==> config.mk <==
export PLATFORM = sky130hd
export DESIGN_NAME = id_ex_stage
export DESIGN_NICKNAME = d
export VERILOG_FILES = /design/src/rtl/id_ex_pkg.sv /design/src/rtl/id_ex_stage_pipe_skid_buf.sv /design/src/rtl/id_ex_stage.sv
export SDC_FILE = /design/constraint.sdc
export NUM_CORES = 1
export LEC_CHECK = 0
export CELL_PAD_IN_SITES_DETAIL_PLACEMENT = 1
export CELL_PAD_IN_SITES_GLOBAL_PLACEMENT = 2
export CORE_MARGIN = 3
export CORE_UTILIZATION = 35
export CTS_CLUSTER_DIAMETER = 40
export CTS_CLUSTER_SIZE = 28
export DETAILED_ROUTE_END_ITERATION = 16
export PLACE_DENSITY_LB_ADDON = 0.1
export SYNTH_ARGS = -nofsm -noshare
export SYNTH_HDL_FRONTEND = slang
export SYNTH_SLANG_ARGS = --single-unit
==> constraint.sdc <==
create_clock -name clk -period 9.7 [get_ports clk]
set_clock_uncertainty 0.05 [all_clocks]
set_input_delay 1.94 -clock clk [delete_from_list [all_inputs] [get_ports clk]]
set_output_delay 1.94 -clock clk [all_outputs]
set_load 0.005 [all_outputs]
Fig. 1: clock nets
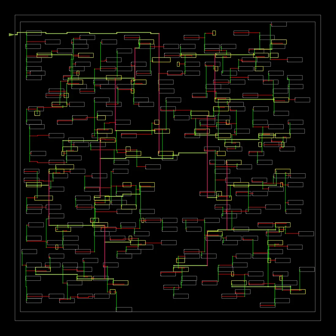
CTS sink count: 226
CTS Buf Count: 45
Skew-Pair Late Insertion Delay: 520 ps

Fig. 2: routed clock nets over the placement
Bar = 50 µm.
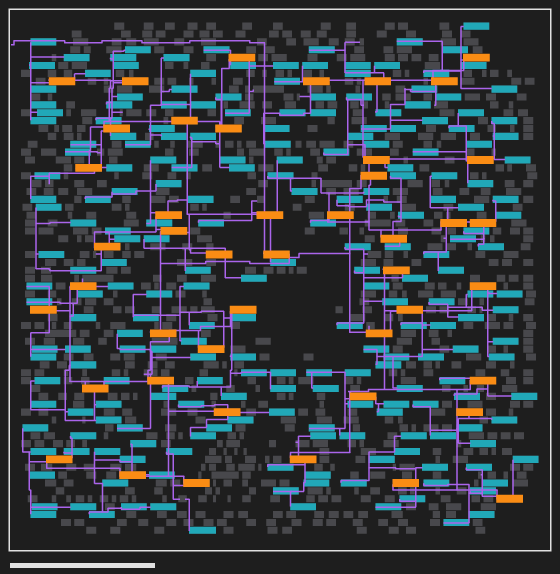
Key: purple = clock wires [length 3890 µm]; cyan = flip-flops [count 226]; orange = clock drivers [count 45]
There are 46 routed clock nets. Position of the flops: spread over the die.
Clock power frac: 34.0%
clock network power: 1.55 mW

Fig. 3: sizing map
Bar = 50 µm.
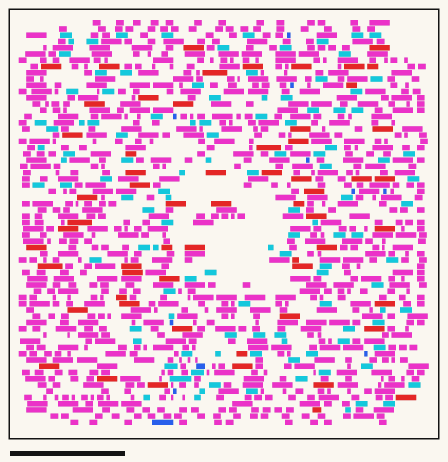
Key: cyan = _3 and _4 cells [cells 115, share 11%]; magenta = _0 and _1 cells [cells 840, share 82%]; red = _6 and larger [cells 60, share 5.8%]; blue = _2 cells [cells 11, share 1.1%]
post-route cell area: 0.0146 mm²
Non-clk bufs: 241
synthesis-to-layout area growth: 28.2%
final setup margin: 5200 ps

==> job_summary.md <==
## Synthesis and layout report

| Metric | Value |
|---|---|
| Status | `completed` |
| CTS resizes | `0` |
| Crit path capture type | `flip-flop` |
| DP HPWL | `18400 µm` |
| Final setup viols | `0` |
| # diodes | `2` |
| P_sw | `1.28 mW` |
| Ys async rst share | `100%` |
| Unrepaired setup endpoints after global routing | `no` |
| YS chip area | `0.0114 mm²` |
| Most common logic cells in the final layout | `clkdlybuf4s50_1 (228), dfrtp_1 (225), a21oi_1 (112)` |
| WL final | `32700 µm` |
| Top cells by count | `dfrtp_1 (225), buf_4 (117), a21oi_1 (112)` |
| Metal3 WL | `2200 µm` |
| Drt pass-1 iters | `4` |
| Hold-fix buffers, CTS | `0` |
| Worst slack at placement | `4650 ps` |
| First-pass GRT wire length | `51900 µm` |
| Internal power | `3.27 mW` |
| Core Area | `0.0318 mm²` |
| Top cell excl fill/tap | `clkdlybuf4s50_1` |
| Total negative slack | `0 ps` |
| Post-route ant nets | `0` |
| Final period utilization | `46.4%` |
| Worst Tran Pin Value | `1100 ps` |
| Clk cell area share | `10.4%` |
| Cell taking the most area after synthesis | `dfrtp_1` |
| Seq power | `1.65 mW` |
| H-tree depth | `2` |
| VDD IR max | `0.000141 V` |
| DR vias | `7702` |
| Xor/xnor share | `0.0769%` |
| Sequential share of power | `36.4%` |
| CTS tree | `built` |
| Post-Route M1 WL | `15000 µm` |
| Synth Instances | `898` |
| Post-synthesis cell area | `0.0114 mm²` |
| Aoi share | `14.3%` |
| Largest net degree at the start of global routing | `135` |
| Reg2Reg Depth | `5` |
| Most used cell along the critical path | `buf_4` |
| Flop count | `226` |
| Logic inverters | `4` |
| Num rows | `65` |
| Delay-heaviest family, CP | `buffers and inverters` |
| Hold depth | `1` |
| Yosys adder share | `0%` |
| Critical path depth in cells | `6` |
| Hold Slack | `434 ps` |
| R2R setup slack | `6520 ps` |
| Initial antenna violation count | `6` |
| Post-synthesis cell type count | `31` |
| Final slew viol count | `0` |
| Post-CTS Setup Inserts | `0` |
| Mux area share | `23.7%` |
| Share of layout cells above drive strength 1 | `18.1%` |
| Avg Inst Size Synth | `12.7 µm²` |
| Fin. Hold Viols | `0` |
| Buffers on Ports | `228` |
| Die H | `186 µm` |
| Yosys Instances | `898` |
| Ys flop type | `dfrtp_1` |
| Logic area | `0.00448 mm²` |
| CP Class | `input port to flip-flop` |
Power is estimated from default activity; no workload was simulated.
